File: src/rtl/cdb_broadcaster.sv
// -----------------------------------------------------------------------------
// cdb_broadcaster
// Common-data-bus arbiter/broadcaster for the Tomasulo core. Each functional
// unit owns a single holding buffer; one buffered {tag, data} is broadcast per
// cycle, picked round-robin starting at rr_ptr.
//
// Ports
//   clk1         single clock, rising edge
//   rst_n        asynchronous active-low reset
//   fu_valid     per-FU result valid
//   fu_ready     per-FU accept (combinational from hv, grant and flush)
//   fu_tag       packed per-FU tags, FU i at [i*TAG_W +: TAG_W]
//   fu_data      packed per-FU data, FU i at [i*DATA_W +: DATA_W]
//   flush        synchronous squash of all pending results
//   cdb_valid    registered broadcast valid, one cycle per result
//   cdb_tag      registered broadcast tag
//   cdb_data     registered broadcast data
//   cdb_src      registered index of the producing FU
//   pending_cnt  registered number of occupied holding buffers
//   drop_err     sticky flag, a tag-0 result was accepted
// -----------------------------------------------------------------------------
module cdb_broadcaster #(
    parameter int unsigned NUM_FU = 4,
    parameter int unsigned TAG_W  = 4,
    parameter int unsigned DATA_W = 16,
    parameter int unsigned SRC_W  = 2
) (
    input  logic                     clk1,
    input  logic                     rst_n,
    input  logic [NUM_FU-1:0]        fu_valid,
    output logic [NUM_FU-1:0]        fu_ready,
    input  logic [NUM_FU*TAG_W-1:0]  fu_tag,
    input  logic [NUM_FU*DATA_W-1:0] fu_data,
    input  logic                     flush,
    output logic                     cdb_valid,
    output logic [TAG_W-1:0]         cdb_tag,
    output logic [DATA_W-1:0]        cdb_data,
    output logic [SRC_W-1:0]         cdb_src,
    output logic [SRC_W:0]           pending_cnt,
    output logic                     drop_err
);

    localparam int unsigned CNT_W = SRC_W + 1;

    logic [NUM_FU-1:0] hv;
    logic [NUM_FU-1:0] hv_nxt;
    logic [NUM_FU-1:0] grant;
    logic [NUM_FU-1:0] acc;
    logic [NUM_FU-1:0] zero_acc;
    logic [TAG_W-1:0]  htag  [NUM_FU];
    logic [DATA_W-1:0] hdata [NUM_FU];
    logic [SRC_W-1:0]  rr_ptr;
    logic [SRC_W-1:0]  win;
    logic [SRC_W-1:0]  idx;
    logic              found;
    logic [CNT_W-1:0]  cnt_nxt;

    // Round-robin pick: first occupied entry at or after rr_ptr. NUM_FU is a
    // power of two, so the SRC_W-bit add wraps modulo NUM_FU for free.
    always_comb begin
        grant = '0;
        win   = '0;
        idx   = '0;
        found = 1'b0;
        for (int k = 0; k < NUM_FU; k++) begin
            idx = SRC_W'(rr_ptr + SRC_W'(k));
            if (!found && hv[idx]) begin
                found = 1'b1;
                win   = idx;
            end
        end
        if (found) begin
            grant[win] = 1'b1;
        end
    end

    // A buffer can take a new result when empty or when it is draining this edge.
    assign fu_ready = flush ? '0 : (~hv | grant);

    // Next occupancy: granted entries drain, accepted non-zero tags fill.
    always_comb begin
        acc      = fu_valid & fu_ready;
        zero_acc = '0;
        hv_nxt   = hv & ~grant;
        cnt_nxt  = '0;
        for (int i = 0; i < NUM_FU; i++) begin
            if (acc[i]) begin
                if (fu_tag[i*TAG_W +: TAG_W] == '0) begin
                    zero_acc[i] = 1'b1;
                end else begin
                    hv_nxt[i] = 1'b1;
                end
            end
        end
        if (flush) begin
            hv_nxt = '0;
        end
        for (int i = 0; i < NUM_FU; i++) begin
            cnt_nxt = cnt_nxt + CNT_W'(hv_nxt[i]);
        end
    end

    // Holding buffers and occupancy count.
    always_ff @(posedge clk1 or negedge rst_n) begin
        if (!rst_n) begin
            hv          <= '0;
            pending_cnt <= '0;
            drop_err    <= 1'b0;
            for (int i = 0; i < NUM_FU; i++) begin
                htag[i]  <= '0;
                hdata[i] <= '0;
            end
        end else begin
            hv          <= hv_nxt;
            pending_cnt <= cnt_nxt;
            if (|zero_acc) begin
                drop_err <= 1'b1;
            end
            for (int i = 0; i < NUM_FU; i++) begin
                if (acc[i]) begin
                    htag[i]  <= fu_tag[i*TAG_W +: TAG_W];
                    hdata[i] <= fu_data[i*DATA_W +: DATA_W];
                end
            end
        end
    end

    // Broadcast register; payload holds its last value when idle or flushed.
    always_ff @(posedge clk1 or negedge rst_n) begin
        if (!rst_n) begin
            cdb_valid <= 1'b0;
            cdb_tag   <= '0;
            cdb_data  <= '0;
            cdb_src   <= '0;
            rr_ptr    <= '0;
        end else if (flush) begin
            cdb_valid <= 1'b0;
        end else if (found) begin
            cdb_valid <= 1'b1;
            cdb_tag   <= htag[win];
            cdb_data  <= hdata[win];
            cdb_src   <= win;
            rr_ptr    <= SRC_W'(win + SRC_W'(1));
        end else begin
            cdb_valid <= 1'b0;
        end
    end

endmodule

File: config.mk
export PLATFORM = sky130hd
export DESIGN_NAME = cdb_broadcaster
export DESIGN_NICKNAME = d
export VERILOG_FILES = /design/src/rtl/cdb_broadcaster.sv
export SDC_FILE = /design/constraint.sdc
export NUM_CORES = 1
export LEC_CHECK = 0
export CAP_MARGIN = 5
export CELL_PAD_IN_SITES_DETAIL_PLACEMENT = 0
export CELL_PAD_IN_SITES_GLOBAL_PLACEMENT = 1
export CORE_AREA = 2 2 114 116
export CTS_BUF_LIST = sky130_fd_sc_hd__clkbuf_2 sky130_fd_sc_hd__clkbuf_4 sky130_fd_sc_hd__clkbuf_8
export DETAILED_ROUTE_END_ITERATION = 10
export DIE_AREA = 0 0 116 118
export PLACE_DENSITY = 0.8
export SYNTH_ARGS = -nofsm -noshare
export SYNTH_HDL_FRONTEND = slang
export SYNTH_SLANG_ARGS = --single-unit
File: constraint.sdc
create_clock -name clk1 -period 2.5 [get_ports clk1]
set_input_delay 0.5 -clock clk1 [delete_from_list [all_inputs] [get_ports clk1]]
set_output_delay 0.5 -clock clk1 [all_outputs]
set_load 0.05 [all_outputs]
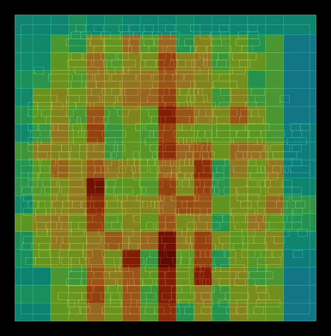
Run 1: routing congestion
total track usage: 19.5%
Layout Utilization: 56.8%
busiest layer in global routing: met2
met1 usage in global routing: 26.5%

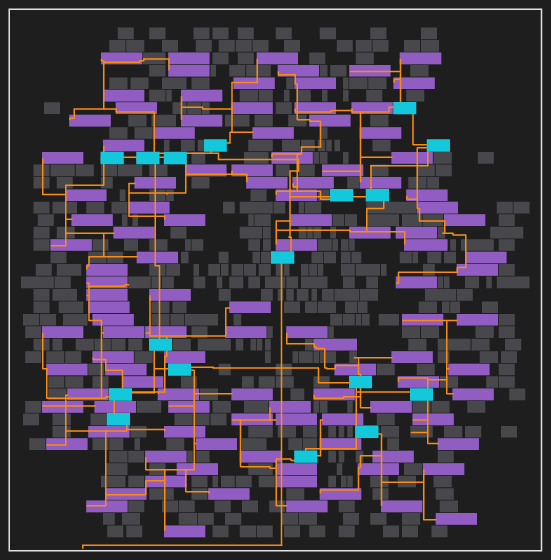
Run 1: routed clock nets over the placement
[purple] flip-flops | count: 113
[cyan] clock-net drivers | count: 17
[orange] clock wires | length: 1460 um
routed clock nets: 18
power share of the clock group: 26.5%
clock network power: 1.56 mW

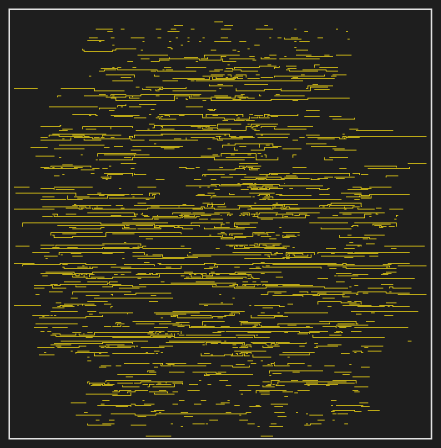
Run 1: metal 1
main direction: horizontal
share of all routed wire: 45%
nets with wire on the layer: 553
wire length on this layer: 5660 um
longest straight run: 34.0 um

-- run 1: layout make-up --
cell class / instances / area (um2) / share of cell area, %
multi-input cells: 241 / 2140 / 30.4
inverters: 6 / 22.5 / 0.320
clock buffers: 22 / 297 / 4.21
well taps: 172 / 215 / 3.05
flip-flops and latches: 113 / 2830 / 40.2
clock inverters: 7 / 60.1 / 0.852
repair buffers: 147 / 1480 / 21.1
-- run 1: kinds of logic (layout without fill, tap and decap cells) --
family	Yosys count	in the layout	synth area share, %
AND-OR/OR-AND	69	69	10.5
AND/OR/NAND/NOR	67	67	6.31
adder cells (fa/ha/maj)	3	3	0.873
flip-flops	113	113	54.8
multiplexers	102	102	23.6
buffers and inverters	30	182	3.93
-- run 1: how the worst max path moves through the flow --
stage | endpoint | cells after the start | from | slack [ns]
2_1_floorplan | pending_cnt[1] | 6 | fu_tag[13] | 0.25
4_1_cts | fu_ready[1] | 5 | hv[3] | 0.03
6_report | fu_ready[2] | 4 | rr_ptr[0] | 0.08
5_1_grt | fu_ready[2] | 4 | rr_ptr[0] | 0.007
3_5_place_dp | pending_cnt[1] | 8 | fu_tag[5] | -0.35
3_3_place_gp | pending_cnt[1] | 8 | fu_tag[5] | -0.30
-- run 1: registers in the layout (all words and copies together) (netlist names) --
register     cells
drop_err         1
cdb_tag          4
cdb_valid        1
hdata           64
cdb_data        16
pending_cnt      3
hv               4
rr_ptr           2
htag            16
cdb_src          2
-- run 1: cells in the mapped netlist (all sizes together), types with 2 or more instances --
cell and instances:
dfrtp 113, mux2 95, nor2 28, a21oi 22
nand2 20, buf 19, a221oi 14, a221o 7
mux2i 7, o22a 7, inv 6, clkbuf 5
a21o 4, nand2b 4, o21ai 4, nor4 3
a211oi 2, ha 2, nand3 2, nor2b 2
nor3b 2, or4 2
-- run 1: metal layers --
| layer | part of all wire [%] | track usage [%] | wire [um] |
|---|---|---|---|
| met4 | 1.2 | 6.03 | 152 |
| met5 | 0 | 0 | 0 |
| met2 | 48 | 30.3 | 6100 |
| met1 | 45 | 26.5 | 5660 |
| met3 | 5.3 | 5.30 | 663 |
-- run 1: power by group --
group | internal, mW | switching (mW)
clock | 0.874 | 0.690
sequential | 2.22 | 0.241
combinational | 0.873 | 1.00
-- run 1: placed cells by master, fill, tap and decap left out, types with 2 or more instances in the layout --
cell type	count
clkdlybuf4s50_1	112
dfrtp_1	111
mux2_2	56
nor2_1	28
buf_4	27
clkbuf_8	21
nand2_1	20
mux2_4	20
mux2_1	19
a21oi_1	18
a221oi_1	13
buf_12	8
a221o_1	7
mux2i_1	7
o22a_1	7
inv_1	6
clkinv_2	6
a21o_1	4
o21ai_0	4
nand2b_1	4
a21oi_2	4
a211oi_1	2
nor4_1	2
or4_1	2
nand3_1	2
ha_1	2
dfrtp_2	2
-- run 1: repair_timing --
action | 4_1_cts | 5_1_grt
pin swaps | 0 | 0
buffers inserted | 0 | 0
hold endpoints to repair | 0 | 0
resized | 1 | 2
setup endpoints to repair | 1 | 2
hold buffers | 0 | 0
-- run 1: worst register-to-register path: cells and delay by family (launching register included) --
family                     cells  cell delay [ns]
adders and majority gates      3             0.90
DFF                            1             0.52
AOI/OAI and AO/OA              3             0.80
==> impl_results.rst, run 1 <==
Implementation results
======================

.. list-table::
   :header-rows: 1

   * - Metric
     - Value
   * - Setup repair after global routing missed its margin
     - no
   * - Count of unique library cells instantiated by Yosys
     - 46
   * - Syn Nets
     - 474
   * - CP required
     - 2.00 ns
   * - Net count of the finished layout
     - 616
   * - Cells after Synth
     - 384
   * - Post-CTS clock slew at the launch and capture registers of the worst setup and hold paths
     - 0.07 ns
   * - CTS H-tree depth
     - 4
   * - Area Growth Syn to Fin
     - 36.6%
   * - R2r setup slk
     - 0.17 ns
   * - Total inserted antenna cells
     - 0
   * - Port Buffer Count
     - 117
   * - Count of warning messages emitted by the tools
     - 26
   * - Vias per cell
     - 5.11
   * - DIE HEIGHT
     - 118 um
   * - Clock Latency Late Sink
     - 0.42 ns
   * - Total I/O pin count
     - 118
   * - Type of origin of the critical path
     - flip-flop
   * - Pin count of the biggest net entering global routing
     - 43
   * - Endpoint of the worst register-to-register path
     - pending_cnt[1]
   * - Max IR drop VDD
     - 0.408 mV
   * - Flip-flop and latch count after synthesis
     - 113
   * - Clock tree buffer depth
     - 2
   * - Core utilization at floorplan
     - 41.6%
   * - Number of warnings issued by yosys
     - 0
   * - Placement Cell Area
     - 6690 um2
   * - Chip area estimate from yosys synthesis
     - 5160 um2
   * - Place WS
     - -0.345 ns
   * - Core Footprint
     - 12400 um2
   * - Post-Route Setup TNS
     - 0 ns
   * - Final weighted congestion of routability-driven global placement
     - 0.843
   * - Worst R2R Start
     - rr_ptr[0]
   * - Async S/R FF share, synth
     - 100%
   * - Pin slew with the least headroom to its limit
     - 1.09 ns
   * - Minimum clock period after layout
     - 2.42 ns
   * - Critical path, cell by cell
     - nor3b_1 -> nor4_2 -> nor2_1 -> buf_12
   * - CP top delay family
     - simple AND/OR/NAND/NOR gates
   * - Die Footprint
     - 13700 um2
   * - Maximum frequency from static timing analysis
     - 413 MHz
   * - Syn avg cell area
     - 13.4 um2
   * - Count of vias placed by the detailed router
     - 3617
   * - Post-Route Hold Slack
     - 0.0596 ns
   * - Starting DRC count in detailed routing
     - 150
   * - Post-route design area
     - 7050 um2
   * - Power per unit of standard cell area
     - 837 nW/um2
   * - Final setup violation count
     - 0
   * - Lkg Pwr
     - 3.06 nW
   * - Half-perimeter wire length after placement
     - 9190 um
   * - Overflow left after global routing
     - 0
   * - Largest area contributor in the synthesized netlist
     - dfrtp_1
   * - Arrival time of data at the critical path endpoint
     - 1.92 ns
   * - Slew Viols, Final
     - 0
   * - Die W
     - 116 um
   * - Portion of the clock cycle consumed by the worst path in the final layout
     - 96.8%
   * - Share of layout cells above drive strength 1
     - 28.9%
   * - Final hold violations
     - 0
   * - First-pass GRT wire length
     - 20100 um
   * - Clock root buffer
     - clkbuf_8
   * - Max-cap check violation count
     - 0
   * - Number of core rows
     - 41
   * - Register share after synthesis
     - 54.8%
   * - DR pass1 iterations
     - 5
   * - # DRC
     - 0
   * - Cell area after synthesis
     - 5160 um2
   * - Cell count in the Yosys report
     - 384
   * - CP Buf/Inv Count
     - 1
   * - Number of global-route vias before repair
     - 3767
   * - Final Non-Filler Cells
     - 708
   * - Result of the run
     - finished clean
   * - Slew headroom
     - 27.5%
   * - TritonCTS clock tree
     - built
   * - Largest type area fraction
     - 54.8%
   * - Sink Count
     - 113
   * - Worst Path Class, Setup
     - reg2out
   * - Crit end category
     - primary output
   * - Number of cells on the worst reg-to-reg path
     - 6
   * - Routed Wire Length
     - 12600 um
   * - Most used flip-flop cell
     - dfrtp_1
   * - Setup slack after layout
     - 0.0805 ns
   * - Clock Skews
     - 0.00904 ns
   * - Total power after layout
     - 5.90 mW
   * - Maximum fanout along the worst path
     - 11
   * - Number of antenna violations at the first check in global routing
     - 0
   * - Filler instances
     - 1099
   * - DR WL/cell
     - 17.8 um
   * - Class of the most critical hold timing path
     - in2async
   * - Crit-path slowest cell
     - dfrtp_1
   * - Largest incremental delay on the critical path
     - 0.48 ns
   * - Number of clock buffers inserted by TritonCTS
     - 17
   * - Cells taking the most area after synthesis
     - dfrtp_1 (55%), mux2_2 (12%), mux2_4 (5.8%)
   * - Antenna viol nets, final
     - 0
   * - Count of library flops with an enable pin
     - 0
   * - Number of instances in the placed design
     - 679
==> run 2, diff against run 1 <==
--- a/config.mk
+++ b/config.mk
@@ -8,11 +8,11 @@
 export CAP_MARGIN = 5
 export CELL_PAD_IN_SITES_DETAIL_PLACEMENT = 0
 export CELL_PAD_IN_SITES_GLOBAL_PLACEMENT = 1
-export CORE_AREA = 2 2 114 116
+export CORE_AREA = 2 2 117 119
 export CTS_BUF_LIST = sky130_fd_sc_hd__clkbuf_2 sky130_fd_sc_hd__clkbuf_4 sky130_fd_sc_hd__clkbuf_8
 export DETAILED_ROUTE_END_ITERATION = 10
-export DIE_AREA = 0 0 116 118
-export PLACE_DENSITY = 0.8
+export DIE_AREA = 0 0 119 121
+export PLACE_DENSITY = 0.76
 export SYNTH_ARGS = -nofsm -noshare
 export SYNTH_HDL_FRONTEND = slang
 export SYNTH_SLANG_ARGS = --single-unit
==> constraint.sdc (replaced) <==
create_clock -name clk1 -period 2.8 [get_ports clk1]
set_input_delay 0.56 -clock clk1 [delete_from_list [all_inputs] [get_ports clk1]]
set_output_delay 0.56 -clock clk1 [all_outputs]
set_load 0.05 [all_outputs]
==> run 2 against run 1 <==
Combinational power fell by 12%. Final area rose by 0.91%. Routed wire length rose by 4.8%. Total power barely moved. Critical path depth did not move. Sequential power fell by about 10%. Register-to-register slack improved by 0.14 ns. Non-clock buffer count fell by 12. Via count rose by 1.6%. Die area rose by 5.2%.
==> impl_results.rst, run 2 <==
Implementation results
======================

.. list-table::
   :header-rows: 1

   * - Metric
     - Value
   * - Result of the run
     - finished clean
   * - Syn Nets
     - 474 (unchanged)
   * - Crit end category
     - primary output
   * - Number of warnings issued by yosys
     - 0 (unchanged)
   * - Class of the most critical hold timing path
     - in2async
   * - CP top delay family
     - simple AND/OR/NAND/NOR gates
   * - Antenna viol nets, final
     - 0 (unchanged)
   * - Pin count of the biggest net entering global routing
     - 50 (+16%)
   * - Flip-flop and latch count after synthesis
     - 113 (unchanged)
   * - Total inserted antenna cells
     - 0 (unchanged)
   * - Die Footprint
     - 14400 um2 (+5.2%)
   * - Most frequent cells after synthesis
     - dfrtp_1 (113), mux2_2 (56), nor2_1 (28)
   * - Half-perimeter wire length after placement
     - 9450 um (+2.7%)
   * - Number of clock buffers inserted by TritonCTS
     - 17 (unchanged)
   * - Worst Path Class, Setup
     - reg2out
   * - Share of layout cells above drive strength 1
     - 26.9% (-2.0 points)
   * - Portion of the clock cycle consumed by the worst path in the final layout
     - 89.0%
   * - Clock tree buffer depth
     - 2 (unchanged)
   * - CTS H-tree depth
     - 4 (unchanged)
   * - # DRC
     - 0 (unchanged)
   * - Async S/R FF share, synth
     - 100% (unchanged)
   * - Final setup violation count
     - 0 (unchanged)
   * - Setup slack after layout
     - 0.307 ns (+0.227 ns)
   * - Number of core rows
     - 42 (+2.4%)
   * - Max IR drop VDD
     - 0.372 mV (-8.8%)
   * - Cells taking the most area after synthesis
     - dfrtp_1 (55%), mux2_2 (12%), mux2_4 (5.8%)
   * - Slew Viols, Final
     - 0 (unchanged)
   * - Count of unique library cells instantiated by Yosys
     - 46 (unchanged)
   * - Register share after synthesis
     - 54.8% (unchanged)
   * - Maximum frequency from static timing analysis
     - 401 MHz
   * - Cell count in the Yosys report
     - 384 (unchanged)
   * - Largest area contributor in the synthesized netlist
     - dfrtp_1
   * - Number of instances resized during post-cts repair
     - 0 (-1)
   * - Number of antenna violations at the first check in global routing
     - 0 (unchanged)
   * - Placement Cell Area
     - 6580 um2 (-1.6%)
   * - Max FFs per register
     - 64 (unchanged)
   * - Largest type area fraction
     - 54.8% (unchanged)
   * - Net count of the finished layout
     - 604 (-1.9%)
   * - Largest incremental delay on the critical path
     - 0.64 ns (+0.16 ns)
   * - DIE HEIGHT
     - 121 um (+2.5%)
   * - First-pass GRT wire length
     - 20900 um (+4.2%)
   * - R2r setup slk
     - 0.31 ns (+0.14 ns)
   * - CP Buf/Inv Count
     - 1 (unchanged)
   * - Count of vias placed by the detailed router
     - 3676 (+1.6%)
   * - Post-route design area
     - 7110 um2 (+0.91%)
   * - Place WS
     - -0.133 ns (+0.212 ns)
   * - Core utilization at floorplan
     - 39.4% (-2.1 points)
   * - Type of origin of the critical path
     - flip-flop
   * - CP required
     - 2.24 ns (+0.24 ns)
   * - Post-CTS setup buffer count
     - 0 (unchanged)
   * - Clock root buffer
     - clkbuf_8
   * - Cells after Synth
     - 384 (unchanged)
   * - Count leader, synth
     - dfrtp_1
   * - Pin slew with the least headroom to its limit
     - 1.12 ns (+0.0294 ns)
   * - Max-cap check violation count
     - 0 (unchanged)
   * - Count of library flops with an enable pin
     - 0 (unchanged)
   * - Clock Latency Late Sink
     - 0.43 ns (about the same)
   * - Maximum fanout along the worst path
     - 16 (+5)
   * - Number of global-route vias before repair
     - 3898 (+3.5%)
   * - Setup repair after global routing missed its margin
     - no
   * - Count of warning messages emitted by the tools
     - 26 (unchanged)
   * - Arrival time of data at the critical path endpoint
     - 1.93 ns (about the same)
   * - Post-CTS clock slew at the launch and capture registers of the worst setup and hold paths
     - 0.07 ns (about the same)
   * - Chip area estimate from yosys synthesis
     - 5160 um2 (unchanged)
   * - DR pass1 iterations
     - 4 (-1)
   * - Final hold violations
     - 0 (unchanged)
   * - Most common logic cells in the final layout
     - dfrtp_1 (113), clkdlybuf4s50_1 (112), mux2_2 (56), nor2_1 (28)
   * - Cell area after synthesis
     - 5160 um2 (unchanged)
   * - Filler instances
     - 1114 (+1.4%)
   * - Overflow left after global routing
     - 0 (unchanged)
   * - Combinational Area
     - 2130 um2 (-0.53%)
   * - Hold-fix buffers, CTS
     - 0 (unchanged)
   * - Register containing the most flip-flops in the final layout
     - hdata
   * - Commonest Layout Cell
     - dfrtp_1
   * - Syn avg cell area
     - 13.4 um2 (unchanged)
   * - Power per unit of standard cell area
     - 830 nW/um2 (-0.85%)
   * - Slew headroom
     - 25.5% (-2.0 points)
   * - Vias per cell
     - 5.23 (+2.4%)
   * - Sink Count
     - 113 (unchanged)
   * - Routed Wire Length
     - 13200 um (+4.8%)
   * - Minimum clock period after layout
     - 2.49 ns
   * - Starting DRC count in detailed routing
     - 161 (+7.3%)
   * - Lkg Pwr
     - 3.07 nW (+0.53%)
   * - Most used flip-flop cell
     - dfrtp_1
   * - Critical path, cell by cell
     - nor3b_1 -> nor4_2 -> nor2_1 -> buf_12
   * - Clock Skews
     - 0.00717 ns (-0.00187 ns)
   * - Post-Route Setup TNS
     - 0 ns (unchanged)
   * - Die W
     - 119 um (+2.6%)
   * - Crit-path slowest cell
     - dfrtp_1
   * - Final weighted congestion of routability-driven global placement
     - 0.861 (+2.2%)
   * - Top Registers
     - hdata x64, cdb_data x16, htag x16
   * - Area Growth Syn to Fin
     - 37.9%
   * - TritonCTS clock tree
     - built
   * - Core Footprint
     - 13100 um2 (+5.4%)
==> run 2: cell counts after synthesis <==
No cell type changed its count.
==> run 2: cell type report <==
| type | instances | share of cell area, % |
|---|---|---|
| tap | 176 | 3.10 |
| clock buffer | 21 | 3.89 |
| multi-input combinational | 241 | 29.9 |
| clock inverter | 11 | 3.59 |
| inverter | 6 | 0.317 |
| timing repair buffer | 135 | 19.4 |
| sequential | 113 | 39.8 |
==> run 2: path summary, 6_finish.rpt <==
path	from	end	depth (start not counted)
worst min register to register	drop_err	drop_err	2
worst max-delay path	rr_ptr[1]	fu_ready[2]	4
worst max register to register	rr_ptr[0]	pending_cnt[1]	7
worst min-delay path	rst_n	htag[7]	1
max in group asynchronous	rst_n	hv[0]	2
min in group clk1	drop_err	drop_err	2
==> run 2: where the power goes <==
part           internal, mW  switching [mW]
Clock                  1.39           0.649
Combinational         0.753           0.899
Sequential             1.98           0.232
Total                  4.12            1.78
==> run 2: cell families after synthesis <==
logic type	count (synthesis)	synth area share, %
AND/OR/NAND/NOR	67	6.31
flip-flops	113	54.8
multiplexers	102	23.6
buffers and inverters	30	3.93
adder cells (fa/ha/maj)	3	0.873
AND-OR/OR-AND	69	10.5
==> run 2: metrics by stage <==
stage	hold WS, ns	power, mW	std cells
after floorplan	0.264	3.26	384
after global placement	0.470	3.87	671
after detailed placement	0.469	3.90	671
after CTS	0.135	5.97	703
after global routing	0.160	6.17	703
final	0.136	5.90	703
==> run 2: worst reg2reg max path, cell delays in order, from the launching register on <==
cell and delay [ns]:
dfrtp_1 0.49, nand2b_1 0.25, a221oi_2 0.36, a22oi_1 0.16, nor2_1 0.19, fa_1 0.45, ha_1 0.20, ha_1 0.27
==> run 2: routing by layer <==
| metal | vias up | share of wire [%] | global-route usage (%) |
|---|---|---|---|
| met3 | 24 | 6.8 | 6.44 |
| met2 | 133 | 49 | 32.1 |
| li1 | 1666 | - | - |
| met1 | 1853 | 42 | 23.3 |
| met5 | - | 0 | 0 |
| met4 | 0 | 2.3 | 8.11 |
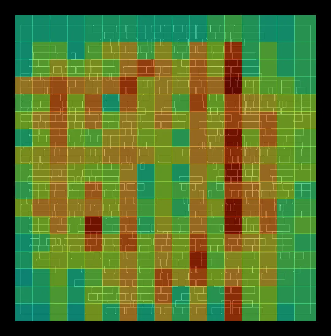
Run 2: routing congestion
fraction of met2 tracks used by global routing: 32.1%
total track usage: 19.4%
met1 usage in global routing: 23.3%
DR WL/cell: 18.7 um

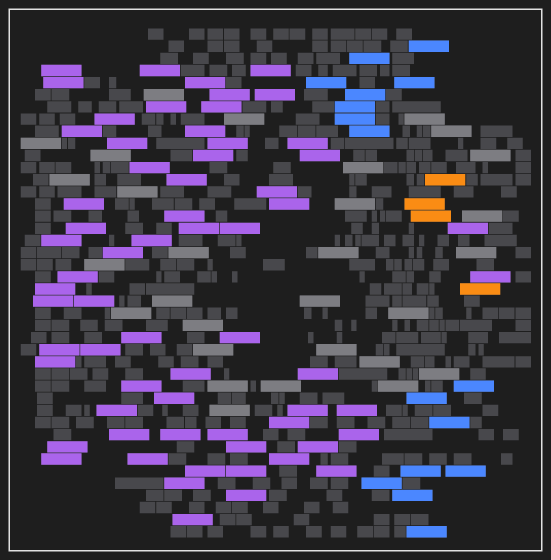
Run 2: where the registers sit
Other sequential cells in the stronger grey, the rest of the logic in the fainter grey.
| colour | name in the netlist | flops |
|---|---|---|
| blue | `htag` | 16 |
| purple | `hdata` | 64 |
| orange | `hv` | 4 |
power of the sequential group: 2.21 mW
Layout Utilization: 54.4%
register fraction of the total cell area: 39.8%
combined flip-flop and latch cell area: 2830 um2

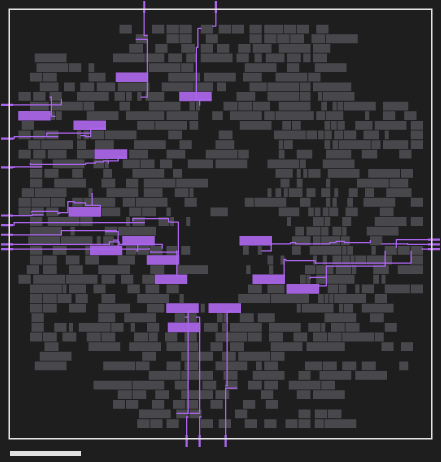
Run 2: port wiring
Bar = 20 um.
| colour | port | bits | direction | edge | end cells | buffers | wire |
|---|---|---|---|---|---|---|---|
| purple | `cdb_data` | 16 | output | 8 west, 3 east, 3 south, 2 north | 16 | 16 | 673 um |
Port Buffer Count: 117
total I/O pin count: 118

==> run 3, diff against run 2 <==
--- a/config.mk
+++ b/config.mk
@@ -12,6 +12,7 @@
 export CTS_BUF_LIST = sky130_fd_sc_hd__clkbuf_2 sky130_fd_sc_hd__clkbuf_4 sky130_fd_sc_hd__clkbuf_8
 export DETAILED_ROUTE_END_ITERATION = 10
 export DIE_AREA = 0 0 119 121
+export MAX_ROUTING_LAYER = met4
 export PLACE_DENSITY = 0.76
 export SYNTH_ARGS = -nofsm -noshare
 export SYNTH_HDL_FRONTEND = slang
==> run 3 against run 2 <==
First-iteration DRC count increased by 3.1%. Flip-flop count unchanged. Count of clock-buffer cells in the layout did not move. Register-to-register slack barely moved. Final area unchanged. Sequential power hardly changed. Setup slack got worse by 0.011 ns. Clock skew down 0.0016 ns. Critical endpoint unchanged.
==> impl_results.rst, run 3 <==
Implementation results
======================

.. list-table::
   :header-rows: 1

   * - Metric
     - Value
   * - Cells after Synth
     - 384 (unchanged)
   * - Crit-path slowest cell
     - dfrtp_1
   * - Die Footprint
     - 14400 um2 (unchanged)
   * - Number of core rows
     - 42 (unchanged)
   * - DR pass1 iterations
     - 5 (+1)
   * - Most used flip-flop cell
     - dfrtp_1
   * - Most common logic cells in the final layout
     - dfrtp_1 (113), clkdlybuf4s50_1 (112), mux2_2 (56), nor2_1 (28)
   * - Type of origin of the critical path
     - flip-flop
   * - Class of the most critical hold timing path
     - in2async
   * - Count of unique library cells instantiated by Yosys
     - 46 (unchanged)
   * - Portion of the clock cycle consumed by the worst path in the final layout
     - 89.4% (+0.41 points)
   * - Overflow left after global routing
     - 0 (unchanged)
   * - Count leader, synth
     - dfrtp_1
   * - Net count of the finished layout
     - 604 (unchanged)
   * - Clock root buffer
     - clkbuf_8
   * - Syn Nets
     - 474 (unchanged)
   * - Starting DRC count in detailed routing
     - 166 (+3.1%)
   * - Setup repair after global routing missed its margin
     - no
   * - Clock Skews
     - 0.00561 ns (-0.00156 ns)
   * - Number of global-route vias before repair
     - 3874 (-0.62%)
   * - Count of library flops with an enable pin
     - 0 (unchanged)
   * - TritonCTS clock tree
     - built
   * - Final Non-Filler Cells
     - 703 (unchanged)
   * - Result of the run
     - finished clean
   * - Pin slew with the least headroom to its limit
     - 1.10 ns (-0.0113 ns)
   * - Number of clock buffers inserted by TritonCTS
     - 17 (unchanged)
   * - Register share after synthesis
     - 54.8% (unchanged)
   * - Placement Cell Area
     - 6580 um2 (unchanged)
   * - Largest incremental delay on the critical path
     - 0.64 ns (about the same)
   * - Number of warnings issued by yosys
     - 0 (unchanged)
   * - Most frequent cells after synthesis
     - dfrtp_1 (113), mux2_2 (56), nor2_1 (28)
   * - DIE HEIGHT
     - 121 um (unchanged)
   * - Crit end category
     - primary output
   * - Max-cap check violation count
     - 0 (unchanged)
   * - Maximum frequency from static timing analysis
     - 399 MHz (-0.46%)
   * - Hold-fix buffers, CTS
     - 0 (unchanged)
   * - Max IR drop VDD
     - 0.372 mV (about the same)
   * - Worst Path Class, Setup
     - reg2out
   * - Minimum clock period after layout
     - 2.50 ns (+0.0115 ns)
   * - Count of warning messages emitted by the tools
     - 26 (unchanged)
   * - Largest area contributor in the synthesized netlist
     - dfrtp_1
   * - Largest type area fraction
     - 54.8% (unchanged)
   * - Core utilization at floorplan
     - 39.4% (unchanged)
   * - Die W
     - 119 um (unchanged)
   * - Final hold violations
     - 0 (unchanged)
   * - Worst R2R Start
     - rr_ptr[1]
   * - Top Registers
     - hdata x64, cdb_data x16, htag x16
   * - Total I/O pin count
     - 118 (unchanged)
   * - Slew headroom
     - 26.3% (+0.76 points)
   * - Post-route design area
     - 7110 um2 (unchanged)
   * - Lkg Pwr
     - 3.07 nW (unchanged)
   * - Register containing the most flip-flops in the final layout
     - hdata
   * - Syn avg cell area
     - 13.4 um2 (unchanged)
   * - Count of vias placed by the detailed router
     - 3647 (-0.79%)
   * - Cells taking the most area after synthesis
     - dfrtp_1 (55%), mux2_2 (12%), mux2_4 (5.8%)
   * - Maximum fanout along the worst path
     - 16 (unchanged)
   * - Async S/R FF share, synth
     - 100% (unchanged)
   * - Port Buffer Count
     - 117 (unchanged)
   * - Max FFs per register
     - 64 (unchanged)
   * - Post-CTS clock slew at the launch and capture registers of the worst setup and hold paths
     - 0.07 ns (about the same)
   * - Clock Latency Late Sink
     - 0.44 ns (about the same)
   * - Total inserted antenna cells
     - 0 (unchanged)
   * - Multiplexer share of the synthesized area
     - 23.6% (unchanged)
   * - Final weighted congestion of routability-driven global placement
     - 0.875 (+1.6%)
   * - Pin count of the biggest net entering global routing
     - 50 (unchanged)
   * - Share of layout cells above drive strength 1
     - 26.9% (unchanged)
   * - Simple-gate area share of the yosys netlist
     - 6.31% (unchanged)
   * - Total track usage
     - 20.0% (+0.58 points)
   * - Sink Count
     - 113 (unchanged)
   * - Half-perimeter wire length after placement
     - 9450 um (unchanged)
   * - Number of instances in the placed design
     - 671 (unchanged)
   * - Cell area after synthesis
     - 5160 um2 (unchanged)
   * - Cell count in the Yosys report
     - 384 (unchanged)
   * - Final setup violation count
     - 0 (unchanged)
   * - Slew Viols, Final
     - 0 (unchanged)
   * - Arrival time of data at the critical path endpoint
     - 1.94 ns (about the same)
   * - Power per unit of standard cell area
     - 830 nW/um2 (about the same)
   * - Adders+Majority by Area
     - 0.873% (unchanged)
   * - Core Footprint
     - 13100 um2 (unchanged)
   * - Flip-flop and latch count after synthesis
     - 113 (unchanged)
   * - Area Growth Syn to Fin
     - 37.9% (unchanged)
   * - # DRC
     - 0 (unchanged)
   * - Top logic cell family in the synthesized netlist
     - multiplexers
   * - CTS H-tree depth
     - 4 (unchanged)
   * - CP top delay family
     - simple AND/OR/NAND/NOR gates
   * - Antenna viol nets, final
     - 0 (unchanged)
   * - First-pass GRT wire length
     - 20900 um (unchanged)
   * - Post-CTS setup buffer count
     - 0 (unchanged)
   * - CP Buf/Inv Count
     - 1 (unchanged)
   * - Critical Path Start
     - rr_ptr[1]
   * - Clock tree buffer depth
     - 2 (unchanged)
   * - Vias per cell
     - 5.19 (-0.79%)
   * - Yosys xor share
     - 0% (unchanged)
   * - Number of antenna violations at the first check in global routing
     - 0 (unchanged)
   * - Critical path, cell by cell
     - nor3b_1 -> nor4_2 -> nor2_1 -> buf_12
   * - Filler instances
     - 1114 (unchanged)
   * - CP required
     - 2.24 ns (about the same)
   * - Number of instances resized during post-cts repair
     - 0 (unchanged)
   * - Routed Wire Length
     - 13100 um (-0.39%)
   * - Chip area estimate from yosys synthesis
     - 5160 um2 (unchanged)
   * - Commonest Layout Cell
     - dfrtp_1
   * - Aoi/oai-family share of the synthesized area
     - 10.5% (unchanged)
-- run 3: cell counts in the layout (fill, tap and decap cells not counted) --
Identical to the previous run, type by type.
-- run 3: routing by layer --
layer | vias to the layer above | routed length, um | GRT usage, % | share of wire, %
met4 | 0 | 282 | 8.11 | 2.1
met3 | 20 | 991 | 6.48 | 7.6
met5 | - | 0 | - | 0
li1 | 1672 | - | - | -
met1 | 1831 | 5280 | 23.5 | 40
met2 | 124 | 6570 | 32.0 | 50
-- run 3: final timing paths --
path / end / slack (ns) / cells past startpoint
setup / recovery: fu_ready[2] / 0.30 / 4
hold / removal: htag[7] / 0.13 / 1
setup reg to reg: pending_cnt[1] / 0.31 / 7
hold reg to reg: drop_err / 0.49 / 2
max in group asynchronous: hv[0] / 1.94 / 2
min in group clk1: drop_err / 0.49 / 2
-- run 3: cell families after synthesis --
logic type,after synthesis
muxes,102
adders and majority gates,3
AOI/OAI and AO/OA,69
and+or+nand+nor,67
DFF,113
buffers and inverters,30
-- run 3: report_power, final --
| group | total, mW | switching, mW | internal (mW) |
|---|---|---|---|
| logic | 1.65 | 0.897 | 0.753 |
| registers | 2.21 | 0.230 | 1.98 |
| clock network | 2.04 | 0.652 | 1.39 |
-- run 3: final cells by class --
class	instances	area (um2)	area share, %
inverter	6	22.5	0.317
clock buffer	21	277	3.89
timing repair buffer	135	1380	19.4
multi-input combinational	241	2130	29.9
tap	176	220	3.10
sequential	113	2830	39.8
clock inverter	11	255	3.59
-- run 3: stage by stage --
stage | hold slack (ns) | power [mW] | setup WS, ns | utilization (%) | setup TNS, ns
finish | 0.130 | 5.90 | 0.296 | 54.4 | 0
global route | 0.164 | 6.17 | 0.158 | 54.4 | 0
CTS | 0.135 | 5.97 | 0.283 | 54.4 | 0
detailed placement | 0.469 | 3.90 | -0.133 | 50.3 | -0.179
global placement | 0.470 | 3.87 | -0.0988 | 50.3 | -0.101
floorplan | 0.264 | 3.26 | 0.489 | - | 0
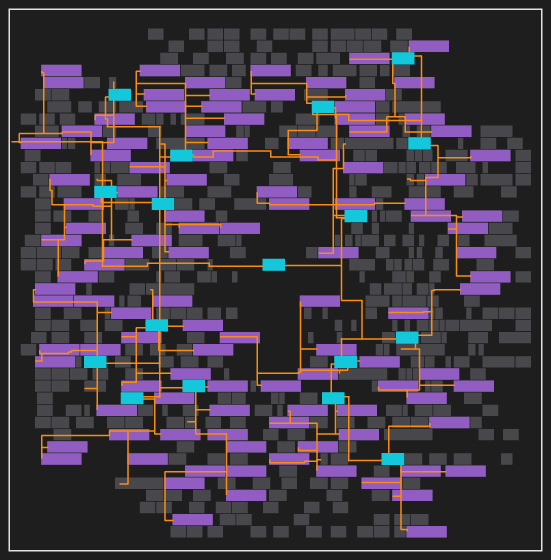
Run 3: routed clock nets over the placement
[purple] flip-flops | count: 113
[orange] clock wires | length: 1450 um
[cyan] clock-net drivers | count: 17
flops lie: widely spread
routed clock nets: 18

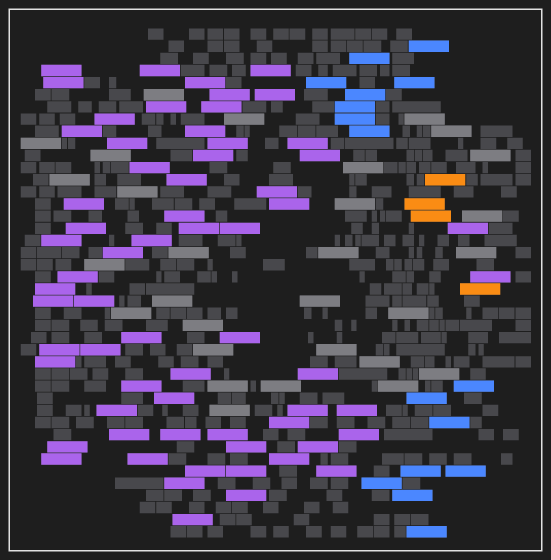
Run 3: where the registers sit
Other sequential cells in the stronger grey, the rest of the logic in the fainter grey.
| colour | name in the netlist | flops |
|---|---|---|
| orange | `hv` | 4 |
| purple | `hdata` | 64 |
| blue | `htag` | 16 |

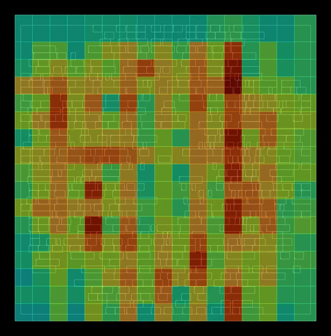
Run 3: routing congestion
DR WL/cell: 18.7 um
fraction of met2 tracks used by global routing: 32.0%

No activity file was given, so power comes from the tool's default toggle rates.
